==> config.mk <==
export PLATFORM = sky130hd
export DESIGN_NAME = line_mem_arbiter
export DESIGN_NICKNAME = d
export VERILOG_FILES = /design/src/rtl/line_mem_arbiter.sv
export SDC_FILE = /design/constraint.sdc
export NUM_CORES = 1
export LEC_CHECK = 0
export CORE_AREA = 4 4 284 286
export CTS_CLUSTER_DIAMETER = 100
export CTS_CLUSTER_SIZE = 12
export DETAILED_ROUTE_END_ITERATION = 10
export DIE_AREA = 0 0 288 290
export PLACE_DENSITY_LB_ADDON = 0.12
export SLEW_MARGIN = 5
export SYNTH_ARGS = -nofsm -noshare
export SYNTH_HDL_FRONTEND = slang
export SYNTH_SLANG_ARGS = --single-unit
==> constraint.sdc <==
create_clock -name clk -period 5.4 [get_ports clk]
set_input_delay 0.54 -clock clk [delete_from_list [all_inputs] [get_ports clk]]
set_output_delay 0.54 -clock clk [all_outputs]
set_load 0.05 [all_outputs]
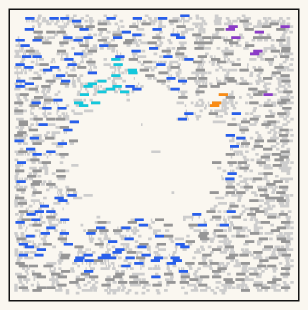
Figure 1: run 1, sequential cells grouped by signal name.
(1 px per µm)
| name in the netlist | color | sequential cells |
|---|---|---|
| m_w_addr | purple | 8 |
| i_cnt | cyan | 16 |
| d_r_data | blue | 128 |
| state_q | orange | 3 |
Final Core Density: 35.3%
sequential share of cell area: 41.3%
seq pwr: 0.00589 W
register area: 0.0114 mm²

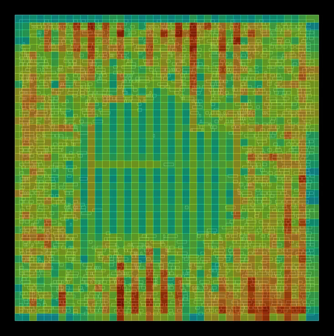
Figure 2: run 1, routing congestion map.
Total GRT Usage: 15.6%
routing usage on met2: 27.0%
M3 GR Usage: 7.84%
GR peak layer: met2

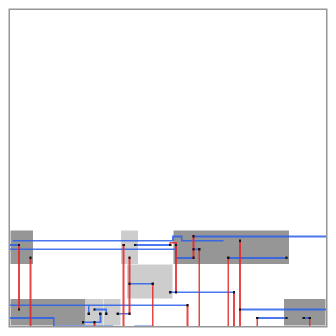
Figure 3: run 1, zoomed window.
Region (132, 74) to (157, 99) µm. Cells in gray, sequential cells in the stronger gray; small squares are vias.
| layer | color |
|---|---|
| metal 1 | blue |
| metal 2 | red |
sequential cells in the window: 2
most frequent: nand2_1 (3), dfrtp_1 (2), clkdlybuf4s50_1 (1)
cells with their middle in the window: 6

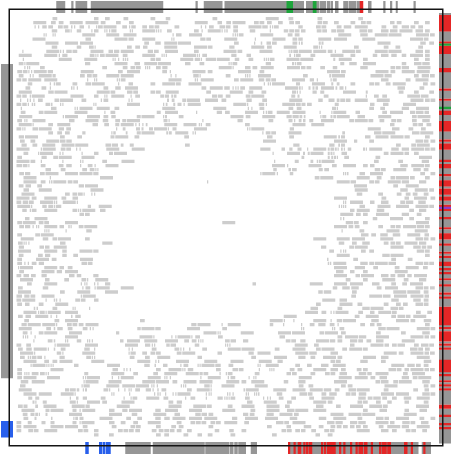
Figure 4: run 1, ports around the boundary.
(1.5 px per µm) Pins as bars across the die edge, other pins in gray.
| port | color | pins | direction | edge |
|---|---|---|---|---|
| d_w_data | red | 128 | input | 90 right, 36 bottom, 2 top |
| d_r_valid | purple | 1 | input | right |
| d_r_cnt | blue | 16 | output | 8 bottom, 8 left |
| i_r_addr | green | 8 | input | 6 top, 2 right |
all pins by edge: 211 right, 193 bottom, 174 top, 162 left
IO Port Bufs: 739
Die Height: 290 µm
Die Wd: 288 µm

==> flow_summary.ini, run 1 <==
; synthesis and place-and-route metrics
[global_routing]
grt_pass1_wl_um = 98000
grt_pass1_vias = 13916
grt_max_degree = 134

[clock_network]
cts_tree = yes
clk_latency_ns = 0.56
htree_levels = 2
cts.repair.resized = 0

[synth]
synth_top_area_share_pct = 63.7
ff_type = dfrtp_1
async_flop_share_pct = 100
postSynthSeqShare_pct = 63.7
yosysTopAreaCell = dfrtp_1
ys_types = 38
synthesis.nets = 1648
synthCells = 1358
ys.flops = 457

[routing]
first_pass_iters = 4
vias_per_cell = 4.06
drt.antenna.violating_nets = 0

[run_status]
outcome = finished, final reports clean

[die]
io_pins = 740
floorplan.core_util_pct = 22.9
design.die.area_mm2 = 0.0835

[sta]
fin_crit_sh_pct = 51.9
hold_viol_final = 0
finalSetupViolations = 0
fin_tns_setup_ns = 0
fin_skew_ns = 0.0178

[worst_setup_path]
worstSetupPathType = in2reg

[placed_design]
place.gp.congestion = 0.795

[run]
maxCapViolCount = 0

[finish]
final_layout_top_logic_cells = clkdlybuf4s50_1 (738), dfrtp_1 (457), nand2_1 (405)
[run 1: cells by family after synthesis]
kind of cell	synth area share [%]
and+or+nand+nor	10.9
muxes	19.8
DFF	63.7
AOI/OAI and AO/OA	0.739
buffers and inverters	2.38
adders and majority gates	0.209
xor gates and xnor gates	2.20
[run 1: synth_stat cells (all sizes together) (2+ instances only)]
library cell	n
or3	2
nor4	5
nand3	12
inv	9
nand2b	3
and3	2
mux2i	8
dfrtp	457
buf	43
xor2	17
nand4	11
clkbuf	20
mux2	266
nor3	12
ha	3
nand2	406
xnor2	28
o21ai	8
nor2	20
and4	3
a21oi	14
[run 1: critical path: stages]
cell             delay, ns
clkdlybuf4s50_1       0.58
nor4bb_4              0.34
buf_4                 0.56
buf_4                 0.60
and3_1                0.29
nand4_1               0.13
xnor2_1               0.14
[run 1: where the power goes]
part           switching [W]  total [W]  internal (W)
Combinational        0.00782     0.0121       0.00427
Clock                0.00133    0.00282       0.00149
Sequential          0.000893    0.00589       0.00500
[run 1: metrics by stage]
stage	setup slack, ns	cells	hold slack (ns)	total power [W]	area, µm²
global placement	1.96	3102	0.458	0.0181	26500
detailed placement	2.01	3102	0.461	0.0182	26500
global route	2.46	3157	0.142	0.0218	27700
finish	2.60	3158	0.0957	0.0208	27700
CTS	2.61	3151	0.119	0.0211	27700
floorplan	3.58	1358	0.244	0.0136	18000
[run 1: layer usage]
metal	part of all wire [%]	track usage, %	vias up	routed length [µm]
met1	36	16.8	6330	24600
met4	2.5	4.45	14	1690
li1	-	-	5935	-
met3	12	7.84	96	7930
met5	0.13	0	-	89
met2	49	27.0	462	33500
[run 1: area by class of cell]
type | count | area [µm²]
antenna | 7 | 17.5
clock buffer | 46 | 1140
clock inverter | 3 | 27.5
fill | 7798 | 50700
inverter | 10 | 40.0
multi-input combinational | 828 | 6110
sequential | 457 | 11400
tap | 1050 | 1310
timing repair buffer | 757 | 7590
## Run 2: what changed since run 1
--- a/config.mk
+++ b/config.mk
@@ -5,11 +5,11 @@
 export SDC_FILE = /design/constraint.sdc
 export NUM_CORES = 1
 export LEC_CHECK = 0
-export CORE_AREA = 4 4 284 286
+export CORE_AREA = 4 4 288 290
 export CTS_CLUSTER_DIAMETER = 100
 export CTS_CLUSTER_SIZE = 12
 export DETAILED_ROUTE_END_ITERATION = 10
-export DIE_AREA = 0 0 288 290
+export DIE_AREA = 0 0 292 294
 export PLACE_DENSITY_LB_ADDON = 0.12
 export SLEW_MARGIN = 5
 export SYNTH_ARGS = -nofsm -noshare
==> constraint.sdc (replaced) <==
create_clock -name clk -period 2.7 [get_ports clk]
set_input_delay 0.27 -clock clk [delete_from_list [all_inputs] [get_ports clk]]
set_output_delay 0.27 -clock clk [all_outputs]
set_load 0.05 [all_outputs]
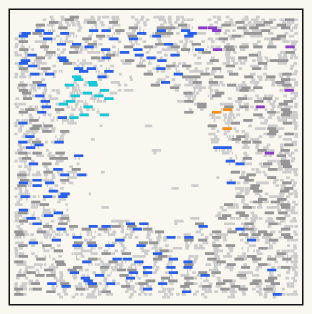
Figure 5: run 2, sequential cells grouped by signal name.
(1 px per µm)
| name in the netlist | color | sequential cells |
|---|---|---|
| i_cnt | cyan | 16 |
| m_w_addr | purple | 8 |
| d_r_data | blue | 128 |
| state_q | orange | 3 |
not colored: 302
seq pwr: 0.0118 W
sequential share of cell area: 40.7%
Final Core Density: 35.0%

==> flow_summary.ini, run 2 <==
; synthesis and place-and-route metrics
[placed_design]
place_area_mm2 = 0.0269
dp_slack_ns = 0.326
port_buffers = 739

[pwr]
power_frac_comb_pct = 58.1
seq_power_share_pct = 28.4
switching_power_w = 0.0200

[die]
floorplan.core_util_pct = 22.4
io_pins = 740
die-height_um = 294

[global_routing]
grtUsageTotal_pct = 15.4
grt_pass1_wl_um = 100000
grt_pass1_vias = 14180

[routing]
drt.antenna.violating_nets = 0
first_pass_iters = 6

[finish]
final_layout_top_logic_cells = clkdlybuf4s50_1 (738), dfrtp_1 (457), nand2_1 (405)
stdcell_area_mm2 = 0.0281

[sta]
worst_slack_ns = 0.486
hold_viol_final = 0
fin_crit_sh_pct = 82.0
fin_skew_ns = 0.0124

[clock_network]
cts_tree = yes
cts.repair.resized = 0

[worst_setup_path]
cp_num_buf_inv = 1
worst_path_max_delay_cell = clkdlybuf4s50_1
worstSetupPathType = reg2out
path_delay_family = buffers and inverters
max_stage_delay_ns = 0.90

[synth]
postSynthSeqShare_pct = 63.7
synth_top_area_share_pct = 63.7
ys_types = 38

[run]
maxCapViolCount = 0

[run_status]
outcome = finished, final reports clean
-- run 2: cell counts after synthesis --
No cell type changed its count.
-- run 2: cell type report --
class / instances / area, µm² / area share, %
multi-input cells: 828 / 6110 / 21.8
repair buffers: 783 / 7990 / 28.4
diodes: 7 / 17.5 / 0.0624
flip-flops and latches: 457 / 11400 / 40.7
clock inverters: 4 / 30.0 / 0.107
well taps: 1060 / 1330 / 4.72
clock buffers: 46 / 1140 / 4.06
inverters: 10 / 40.0 / 0.143
-- run 2: cell families (layout without fill, tap and decap cells) --
family	after synthesis	in the layout	synth area share (%)
buffers and inverters	73	843	2.38
adder cells (fa/ha/maj)	3	3	0.209
other	0	7	0
XOR/XNOR	45	45	2.20
flip-flops	457	457	63.7
multiplexers	274	274	19.8
AND/OR/NAND/NOR	482	482	10.9
AND-OR/OR-AND	24	24	0.739
-- run 2: layer usage --
layer  track usage [%]  vias up  routed length, µm
met5                 0        -                107
met4              3.92       16               1500
met3              6.94       90               6860
met2              26.4      466              33700
met1              17.6     6442              26200
li1                  -     5997                  -
-- run 2: through the flow --
stage	hold WS [ns]	cells	utilization, %
after floorplan	-0.0256	1358	-
after global placement	0.372	3137	33.5
after detailed placement	0.362	3137	33.5
after CTS	0.206	3188	35.0
after global routing	0.240	3191	35.0
final	0.265	3195	35.0
-- run 2: power groups by stage --
stage / Sequential, W / Combinational [W] / Clock, W
after floorplan: 0.0226 / 0.00461 / 0
after global placement: 0.0119 / 0.0245 / 0
after detailed placement: 0.0119 / 0.0245 / 0
after CTS: 0.0119 / 0.0246 / 0.00594
after global routing: 0.0123 / 0.0252 / 0.00619
final: 0.0118 / 0.0242 / 0.00562
No activity file was given, so power comes from the tool's default toggle rates.
